--- config.mk ---
export PLATFORM = sky130hd
export DESIGN_NAME = wta_scheduler
export DESIGN_NICKNAME = d
export VERILOG_FILES = /design/src/rtl/wta_pkg.sv /design/src/rtl/wta_cmp.sv /design/src/rtl/wta_scheduler.sv
export SDC_FILE = /design/constraint.sdc
export NUM_CORES = 1
export LEC_CHECK = 0
export CORE_ASPECT_RATIO = 1.4
export CORE_UTILIZATION = 30
export CTS_BUF_LIST = sky130_fd_sc_hd__clkbuf_4
export CTS_CLUSTER_DIAMETER = 100
export CTS_CLUSTER_SIZE = 25
export DETAILED_ROUTE_END_ITERATION = 10
export PLACE_DENSITY = 0.62
export SLEW_MARGIN = 10
export SYNTH_ARGS = -nofsm -noshare
export SYNTH_HDL_FRONTEND = slang
export SYNTH_SLANG_ARGS = --single-unit
--- constraint.sdc ---
create_clock -name clk -period 10.2 [get_ports clk]
set_input_delay 1.02 -clock clk [delete_from_list [all_inputs] [get_ports clk]]
set_output_delay 1.02 -clock clk [all_outputs]
set_load 0.005 [all_outputs]
--- src/rtl/wta_pkg.sv ---
// Shared types and constants for the winner-take-all scheduler.
// Holds the FSM state encoding and the channel slice helper.
package wta_pkg;

  typedef enum logic [1:0] {
    IDLE,
    SCAN,
    DONE
  } state_e;

  localparam int NUM_CH_DEF = 8;
  localparam int W_DEF      = 4;

  function automatic int ch_off(input int k, input int w);
    return k * w;
  endfunction

endpackage

--- src/rtl/wta_cmp.sv ---
// Shared candidate comparator for the sequential WTA scan.
// Ties take the newer channel, so the highest index among equals wins.
module wta_cmp #(
  parameter int W = 4
) (
  input  logic         eligible,
  input  logic [W-1:0] value,
  input  logic [W-1:0] best_val,
  output logic         take
);

  assign take = eligible && (value != '0) && (value >= best_val);

endmodule

--- src/rtl/wta_scheduler.sv ---
// Sequential winner-take-all scheduler: snapshot, scan one channel
// per cycle through a single comparator, report the strongest.
module wta_scheduler
  import wta_pkg::*;
#(
  parameter int NUM_CH = NUM_CH_DEF,
  parameter int W      = W_DEF,
  localparam int IW    = $clog2(NUM_CH)
) (
  input  logic                clk,
  input  logic                rst,
  input  logic                start,
  input  logic [NUM_CH*W-1:0] currents,
  input  logic [NUM_CH-1:0]   mask,
  output logic                busy,
  output logic                done,
  output logic                found,
  output logic [IW-1:0]       winner_idx,
  output logic [W-1:0]        winner_val,
  output logic [NUM_CH-1:0]   winner_onehot
);

  localparam logic [IW-1:0] LAST = IW'(NUM_CH - 1);

  state_e              state_q, state_d;
  logic [IW-1:0]       k_q, k_d;
  logic [NUM_CH*W-1:0] cur_q, cur_d;
  logic [NUM_CH-1:0]   mask_q, mask_d;
  logic [W-1:0]        best_val_q, best_val_d;
  logic [IW-1:0]       best_idx_q, best_idx_d;
  logic                best_found_q, best_found_d;
  logic                found_q, found_d;
  logic [IW-1:0]       widx_q, widx_d;
  logic [W-1:0]        wval_q, wval_d;
  logic [NUM_CH-1:0]   woh_q, woh_d;

  logic [W-1:0] val_k;
  logic         elig_k;
  logic         take;
  logic         fin_found;
  logic [IW-1:0] fin_idx;
  logic [W-1:0] fin_val;

  always_comb begin
    val_k = '0;
    for (int i = 0; i < NUM_CH; i++) begin
      if (k_q == IW'(i)) val_k = cur_q[ch_off(i, W) +: W];
    end
    elig_k = mask_q[k_q];
  end

  wta_cmp #(.W(W)) u_cmp (
    .eligible (elig_k),
    .value    (val_k),
    .best_val (best_val_q),
    .take     (take)
  );

  // Final result includes the channel evaluated on the last scan cycle.
  assign fin_found = take | best_found_q;
  assign fin_idx   = take ? k_q   : best_idx_q;
  assign fin_val   = take ? val_k : best_val_q;

  always_comb begin
    state_d      = state_q;
    k_d          = k_q;
    cur_d        = cur_q;
    mask_d       = mask_q;
    best_val_d   = best_val_q;
    best_idx_d   = best_idx_q;
    best_found_d = best_found_q;
    found_d      = found_q;
    widx_d       = widx_q;
    wval_d       = wval_q;
    woh_d        = woh_q;
    unique case (state_q)
      IDLE: begin
        if (start) begin
          state_d      = SCAN;
          cur_d        = currents;
          mask_d       = mask;
          k_d          = '0;
          best_val_d   = '0;
          best_idx_d   = '0;
          best_found_d = 1'b0;
        end
      end
      SCAN: begin
        if (take) begin
          best_val_d   = val_k;
          best_idx_d   = k_q;
          best_found_d = 1'b1;
        end
        if (k_q == LAST) begin
          state_d = DONE;
          found_d = fin_found;
          widx_d  = fin_idx;
          wval_d  = fin_val;
          woh_d   = fin_found ? (NUM_CH'(1) << fin_idx) : '0;
        end else begin
          k_d = k_q + IW'(1);
        end
      end
      DONE: state_d = IDLE;
      default: state_d = IDLE;
    endcase
  end

  always_ff @(posedge clk or posedge rst) begin
    if (rst) begin
      state_q      <= IDLE;
      k_q          <= '0;
      cur_q        <= '0;
      mask_q       <= '0;
      best_val_q   <= '0;
      best_idx_q   <= '0;
      best_found_q <= 1'b0;
      found_q      <= 1'b0;
      widx_q       <= '0;
      wval_q       <= '0;
      woh_q        <= '0;
    end else begin
      state_q      <= state_d;
      k_q          <= k_d;
      cur_q        <= cur_d;
      mask_q       <= mask_d;
      best_val_q   <= best_val_d;
      best_idx_q   <= best_idx_d;
      best_found_q <= best_found_d;
      found_q      <= found_d;
      widx_q       <= widx_d;
      wval_q       <= wval_d;
      woh_q        <= woh_d;
    end
  end

  assign busy          = (state_q != IDLE);
  assign done          = (state_q == DONE);
  assign found         = found_q;
  assign winner_idx    = widx_q;
  assign winner_val    = wval_q;
  assign winner_onehot = woh_q;

endmodule

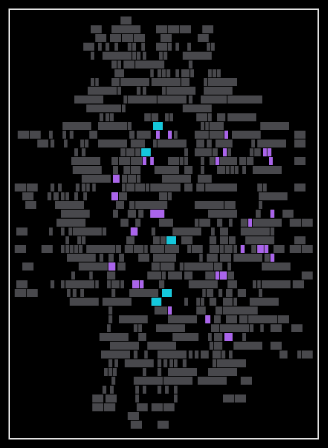
run_1/logic_types.png
| family | colour | cells | most used |
|---|---|---|---|
| non-inverting ao/oa cells | cyan | 5 | a22o_1 |
| nor cells | purple | 28 | nor2_1 |
most frequent logic cell in the layout: sky130_fd_sc_hd__nand2_1
logic gate fraction of the total cell area: 38.54%
post-route non-filler standard cell count: 608

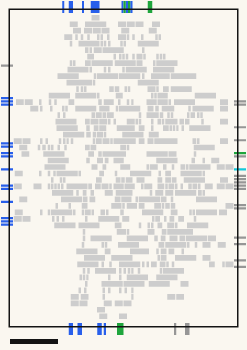
run_1/io_placement.png
Scale bar: 20 um. Pins as bars across the die edge, other pins in grey.
| port | colour | pins | direction | edge |
|---|---|---|---|---|
| `mask` | green | 8 | input | 4 top, 3 bottom, 1 right |
| `found` | cyan | 1 | output | right |
| `currents` | blue | 32 | input | 14 left, 11 top, 7 bottom |
count of input and output buffers: 60
Die Ht: 132.4 um
Chip Width: 95.17 um

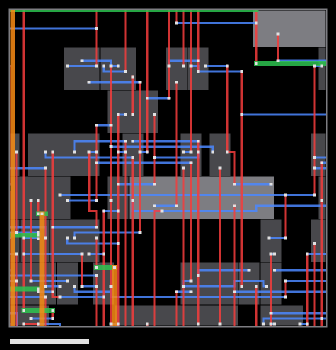
run_1/detail.png
Scale bar: 5 um. Window x 38 to 58, y 83 to 103 um. Cells in grey, sequential cells in the stronger grey; small squares are vias.
| layer | colour |
|---|---|
| metal 2 | red |
| metal 1 | blue |
| metal 3 | green |
| metal 4 | orange |
most frequent: nor2_1 (4), nand2_1 (4)
netlist names of flops here include: `best_val_q` (1), `cur_q` (1)
cells with their middle in the window: 22
sequential cells in the window: 2

==> datasheet_impl.txt, run 1 <==
Characteristics after synthesis and place and route

Parameter                              Value

Worst setup path
  Critical path startpoint category    flip-flop
  Cell with the largest stage delay on the worst path    sky130_fd_sc_hd__dfrtp_1
  Reg2Reg Launch Point    k_q[2]
  Worst Path Buf+Inv    1
  CP max stage delay    0.81 ns
  Count of cells along the worst register-to-register path    13
  Arrival time worst endpoint    5.39 ns
  Setup slack of the most critical reg-to-reg path    5.14 ns
  Worst setup path start    k_q[2]
  Largest fanout on the critical path    19
  Family with the most delay on the worst path    AND-OR/OR-AND gates
  Capture point of the worst path    best_val_q[2]

Yosys
  Syn Std Cell Area    0.003646 mm^2
  Flip-flops with a built-in enable    0
  Number of instances in the synthesized netlist    407
  Basic Gates by Area    25.05%
  Yosys stat cell total    407
  Warnings from Yosys    0
  Share of the synthesized netlist area taken by xor and xnor gates    0%
  Unique cell type count in the Yosys netlist    53
  Post-synth top area share    47.36%
  Adder share    3.432%
  Post-synth seq share    47.36%
  Mapped Nets    460

Global route
  Antenna violations before repair    0
  Total GRT Usage    14.89%
  Global-route wire length before repair    14.39 mm
  Via count of the first global-routing pass    2982
  Maximum number of pins on one net before global-route repair    70

Cells and area
  Relative area change from synthesis to final layout    23.85%
  Antenna Diode Count    0
  Final net count    509
  Most numerous logic cells after layout    sky130_fd_sc_hd__nand2_1, sky130_fd_sc_hd__dfrtp_1, sky130_fd_sc_hd__clkdlybuf4s50_1, sky130_fd_sc_hd__nor2_1, sky130_fd_sc_hd__a21oi_1
  Filler Cells Inserted    1210
  Share of layout cells above drive strength 1    7.592%

Final timing
  Setup TNS Final    0 ns
  Slew headroom    35.79%
  Number of hold violations in the final report    0
  Setup repair after global routing missed its margin    false
  Time the worst path needs with I/O delays and setup    5.056 ns
  Final worst clock skew    0.01711 ns
  Total count of max-transition violations in the final report    0
  Achievable frequency    197.8 MHz

Route
  Overall routed net length    8.667 mm
  DRC marker count from the first detailed-route iteration    206
  WL per Instance    14.25 um
  Routed via count    2985
  Router iterations before antenna repair    4
  Detail Route Antenna Nets    0

Clock network
  Worst-Skew Late Latency    0.44 ns
  Number of instances resized during post-cts repair    0
  Clock slew at reported path FFs    0.12 ns
  Maximum clock path buffer count    2
  Buffer count from post-CTS setup fixing    0
  Hold-fix buffers at CTS    0
  Clock Tree Root    sky130_fd_sc_hd__clkbuf_4
  TritonCTS Buffers    9

Floorplan
  # IOs    61

Place
  Placer's final routability congestion estimate    0.8243
  Inst Count DP    592

Status
  Outcome    finished clean

Hold path
  Classification of the worst-slack hold path    reg2reg

Job
  OpenROAD warnings    30

Power
  P per Cell Area    318.5 mW/mm^2
-- run 1: layout make-up --
class	instances	area [um^2]	share of cell area [%]
Clock buffer	9	67.56	1.496
Clock inverter	7	113.9	2.521
Inverter	16	60.06	1.330
Multi-Input combinational cell	297	1740	38.54
Sequential cell	69	1727	38.24
Tap cell	147	183.9	4.073
Timing Repair Buffer	63	623.1	13.80
-- run 1: worst min-delay path, stage by stage, from the launching register on --
cell,delay (ns)
sky130_fd_sc_hd__dfrtp_1,0.35
sky130_fd_sc_hd__nand2_1,0.05
sky130_fd_sc_hd__nand2_1,0.05
-- run 1: per-stage QoR --
stage / area [um^2] / power [mW] / utilization, %
after floorplan: 3646 / 1.023 / -
after global placement: 4334 / 1.197 / 36.67
after detailed placement: 4334 / 1.223 / 36.67
after CTS: 4516 / 1.448 / 38.20
after global routing: 4516 / 1.558 / 38.20
final: 4516 / 1.438 / 38.20
-- run 1: power by group --
part           leakage [nW]  internal [mW]  switching (mW)
Clock                0.0912          0.123           0.100
Combinational          1.14          0.324           0.389
Sequential            0.867          0.395           0.107
Total                  2.09          0.842           0.596
-- run 1: sequential cells by signal, summed over array words and instances, names as in the netlist --
signal and cells:
best_val_q 4, k_q 3, found 1, winner_val 4
state_q 2, winner_onehot 8, best_found_q 1, cur_q 32
winner_idx 3, mask_q 8, best_idx_q 3
-- run 1: per-layer routing --
layer / global-route usage [%] / up-vias / share of wire, %
met1: 17.36 / 1408 / 41
met4: 7.744 / 0 / 3.9
met5: 0 / - / 0
met3: 3.851 / 29 / 4.1
li1: - / 1461 / -
met2: 24.64 / 87 / 51
run_1/metal_density.png
The die is cut into 19 by 26 equal tiles; white is low, dark blue is high, scaled to the fullest tile. Values are wire area over tile area, all layers added.
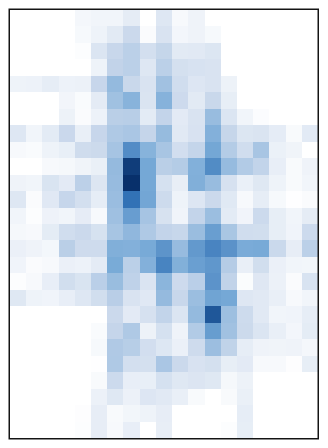

==> run 2: changes to the inputs <==
clock period = 5.2 ns   (was 10.2 ns; I/O delays follow)
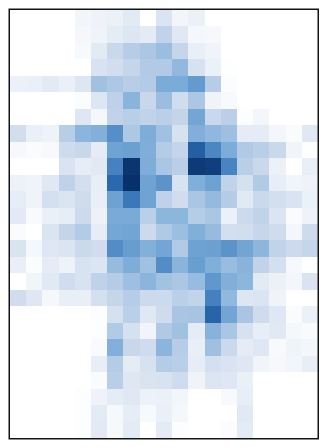
run_2/metal_density.png
The die is cut into 19 by 26 equal tiles; white is low, dark blue is high, scaled to the fullest tile. Values are wire area over tile area, all layers added.
densest ninth of the die: middle
nearly empty tiles: 30%
mean over tiles: 0.11
tiles over half the peak: 7.1%
fullest tile: 0.62
emptiest ninth of the die: bottom left
Total GRT Usage: 15.04%
routed via count: 2961
WL per Instance: 14.33 um

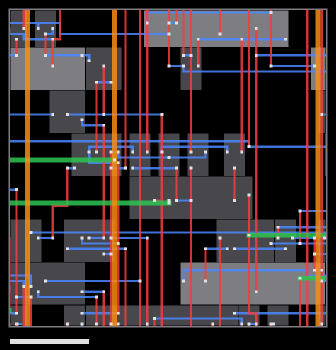
run_2/detail.png
Scale bar: 5 um. Window x 38 to 58, y 83 to 103 um. Cells in grey, sequential cells in the stronger grey; small squares are vias.
| layer | colour |
|---|---|
| metal 4 | orange |
| metal 3 | green |
| metal 1 | blue |
| metal 2 | red |
most frequent: nand2_1 (5), nor2_1 (3), dfrtp_1 (3)
cells with their middle in the window: 19
sequential cells in the window: 3
netlist names of flops here include: `cur_q` (2), `best_val_q` (1)

==> run 2 against run 1 <==
Sequential share of layout area is 0.65 points higher. Global-route usage up 0.15 points. Register-to-register slack worse by 4.5 ns. Via count down 0.80%. Non-clock buffer count increased by 1. Fmax is 10% higher. Largest cell class unchanged. Largest power group unchanged.
==> datasheet_impl.txt, run 2 <==
Characteristics after synthesis and place and route

Parameter                              Value

Status
  Outcome    finished clean (unchanged)

Final timing
  Time the worst path needs with I/O delays and setup    4.593 ns (was 5.056 ns)
  Setup TNS Final    0 ns (unchanged)
  Achievable frequency    217.7 MHz (was 197.8 MHz)
  Tightest Pin Transition    0.9306 ns (was 0.9598 ns)
  Number of hold violations in the final report    0 (unchanged)
  Final worst clock skew    0.02312 ns (was 0.01711 ns)
  Total count of max-transition violations in the final report    0 (unchanged)
  Setup repair after global routing missed its margin    false (unchanged)
  Final setup viols    0 (unchanged)
  Final Cycle Share    88.33% (was 49.56%)
  Slew headroom    37.75% (was 35.79%)

Yosys
  Number of instances in the synthesized netlist    407 (unchanged)
  Top post-synthesis cells by area    sky130_fd_sc_hd__dfrtp_1, sky130_fd_sc_hd__nand2_1, sky130_fd_sc_hd__ha_1 (unchanged)
  Post-synth top area share    47.36% (unchanged)
  Syn Std Cell Area    0.003646 mm^2 (unchanged)
  Basic Gates by Area    25.05% (unchanged)
  Synth cell count leaders    sky130_fd_sc_hd__nand2_1, sky130_fd_sc_hd__dfrtp_1, sky130_fd_sc_hd__nor2_1, sky130_fd_sc_hd__clkbuf_1 (unchanged)
  Proportion of synthesized area in mux cells    5.662% (unchanged)
  Unique cell type count in the Yosys netlist    53 (unchanged)
  Synthesized chip area reported by yosys    0.003646 mm^2 (unchanged)
  Top-count cell post-synth    sky130_fd_sc_hd__nand2_1 (unchanged)
  Adder share    3.432% (unchanged)
  Share of the synthesized netlist area taken by xor and xnor gates    0% (unchanged)
  Logic family by area    simple AND/OR/NAND/NOR gates (unchanged)
  Yosys stat cell total    407 (unchanged)
  Compound Share, Synth    13.59% (unchanged)
  Mapped Nets    460 (unchanged)
  Warnings from Yosys    0 (unchanged)
  Flip-flops with a built-in enable    0 (unchanged)
  Dominant register cell in the synthesized netlist    sky130_fd_sc_hd__dfrtp_1 (unchanged)
  Post-synth seq share    47.36% (unchanged)

Floorplan
  # IOs    61 (unchanged)
  Chip Width    95.17 um (unchanged)
  Starting density of the core    30.85% (unchanged)
  Die Ht    132.4 um (unchanged)
  Placeable core region    0.01182 mm^2 (unchanged)

Power
  P_int    1.509 mW (was 841.9 uW)
  Register share of total power    36.2% (was 34.9%)
  Power spent charging and discharging nets    1.170 mW (was 596.5 uW)
  Pleak    2.066 nW (was 2.093 nW)
  Top contributor to total power    combinational logic (unchanged)
  Power dissipated in sequential cells    970 uW (was 501 uW)
  Switching part of the total    43.69% (was 41.47%)
  Comb power    1.43 mW (was 714 uW)
  Comb pwr share    53.3% (was 49.6%)
  Share of total power in the clock network    10.5% (was 15.5%)
  P per Cell Area    603.4 mW/mm^2 (was 318.5 mW/mm^2)
  Clock network power consumption    281 uW (was 223 uW)

Cells and area
  Final net count    510 (was 509)
  Share of layout cells above drive strength 1    7.809% (was 7.592%)
  Most frequent logic cell in the layout    sky130_fd_sc_hd__nand2_1 (unchanged)
  Combinational Area    0.001740 mm^2 (unchanged)
  Number of flip-flops in the largest register    32 (unchanged)
  Register area    0.001727 mm^2 (unchanged)
  Filler Cells Inserted    1247 (was 1210)
  Largest Register    cur_q (unchanged)
  Most numerous logic cells after layout    sky130_fd_sc_hd__nand2_1, sky130_fd_sc_hd__dfrtp_1, sky130_fd_sc_hd__clkdlybuf4s50_1, sky130_fd_sc_hd__nor2_1, sky130_fd_sc_hd__a21oi_1 (unchanged)
  Relative area change from synthesis to final layout    21.79% (was 23.85%)
  Antenna Diode Count    0 (unchanged)

Clock network
  Number of clock sinks    69 (unchanged)
  TritonCTS Buffers    9 (unchanged)
  H-tree levels    3 (unchanged)
  Clock slew at reported path FFs    0.11 ns (was 0.12 ns)
  Hold-fix buffers at CTS    0 (unchanged)
  Clock Tree Root    sky130_fd_sc_hd__clkbuf_4 (unchanged)
  Buffer count from post-CTS setup fixing    0 (unchanged)
  Number of instances resized during post-cts repair    0 (unchanged)
  Worst-Skew Late Latency    0.45 ns (was 0.44 ns)
  Maximum clock path buffer count    2 (unchanged)

Worst setup path
  Required time at the worst-slack endpoint    5.54 ns (was 10.53 ns)
  CP max stage delay    0.66 ns (was 0.81 ns)
  Largest fanout on the critical path    17 (was 19)
  Arrival time worst endpoint    4.93 ns (was 5.39 ns)
  Critical path startpoint category    flip-flop (unchanged)
  Category of the most critical setup path    reg2reg (unchanged)
  Worst setup EP type    flip-flop (unchanged)
  Cell with the largest stage delay on the worst path    sky130_fd_sc_hd__or3b_1 (was sky130_fd_sc_hd__dfrtp_1)

Route
  Top layer used by detailed routing    met4 (unchanged)
  Detailed-route DRC error count    0 (unchanged)
  Router iterations before antenna repair    4 (unchanged)
  WL met2    4.506 mm (was 4.457 mm)
  Sum of met3 wire segment lengths after detailed routing    403 um (was 353 um)
  DRC marker count from the first detailed-route iteration    126 (was 206)
  Detail Route Antenna Nets    0 (unchanged)
  Overall routed net length    8.714 mm (was 8.667 mm)
  Met1 Routed Length    3.494 mm (was 3.517 mm)

Global route
  Via count of the first global-routing pass    2927 (was 2982)
  Antenna violations before repair    0 (unchanged)
  Global-route wire length before repair    14.41 mm (was 14.39 mm)
  Maximum number of pins on one net before global-route repair    70 (unchanged)

Job
  OpenROAD warnings    30 (unchanged)

Place
  Count of input and output buffers    60 (unchanged)
  Worst slack after detailed placement    0.7109 ns (was 5.233 ns)
  Placer's final routability congestion estimate    0.8016 (was 0.8243)

Hold path
  Classification of the worst-slack hold path    reg2reg (unchanged)
## run 2: cell counts after synthesis
Identical to the previous run, type by type.
## run 2: metrics by stage
| step | power, mW | hold WS (ns) | area (um^2) | util (%) | instances |
|---|---|---|---|---|---|
| floorplan | 2.008 | 0.4369 | 3646 | - | 407 |
| global placement | 2.357 | 0.4587 | 4342 | 36.73 | 593 |
| detailed placement | 2.408 | 0.4544 | 4342 | 36.73 | 593 |
| CTS | 2.702 | 0.4781 | 4441 | 37.57 | 608 |
| global route | 2.913 | 0.5038 | 4441 | 37.57 | 608 |
| finish | 2.679 | 0.4779 | 4441 | 37.57 | 608 |
## run 2: worst max-delay path: cells and delay by family (launching register included)
family	cells	cell delay (ns)
buffers and inverters	1	0.18
adders and majority gates	2	0.60
and+or+nand+nor	3	1.00
AOI/OAI and AO/OA	6	1.78
muxes	1	0.37
DFF	1	0.56
## run 2: final cells by class
| type | instances | area share [%] |
|---|---|---|
| multi-input cells | 297 | 39.19 |
| flip-flops and latches | 69 | 38.88 |
| repair buffers | 64 | 14.20 |
| well taps | 147 | 4.142 |
| clock buffers | 9 | 1.522 |
| inverters | 16 | 1.352 |
| clock inverters | 6 | 0.7044 |
## run 2: final timing paths
kind	to	cells past startpoint	slack [ns]	start
worst min-delay path	cur_q[24]	2	0.48	cur_q[24]
worst min register to register	cur_q[24]	2	0.48	cur_q[24]
worst max-delay path	best_val_q[1]	13	0.61	k_q[1]
max in group asynchronous	cur_q[18]	3	4.00	rst
min in group asynchronous	winner_onehot[5]	3	0.64	rst
worst max register to register	best_val_q[1]	13	0.61	k_q[1]
## run 2: metal layers
metal / track usage [%] / vias up
met2: 24.92 / 86
met3: 4.195 / 24
li1: - / 1463
met4: 7.744 / 0
met1: 17.34 / 1388
met5: 0 / -
Power and IR drop assume default switching activity.
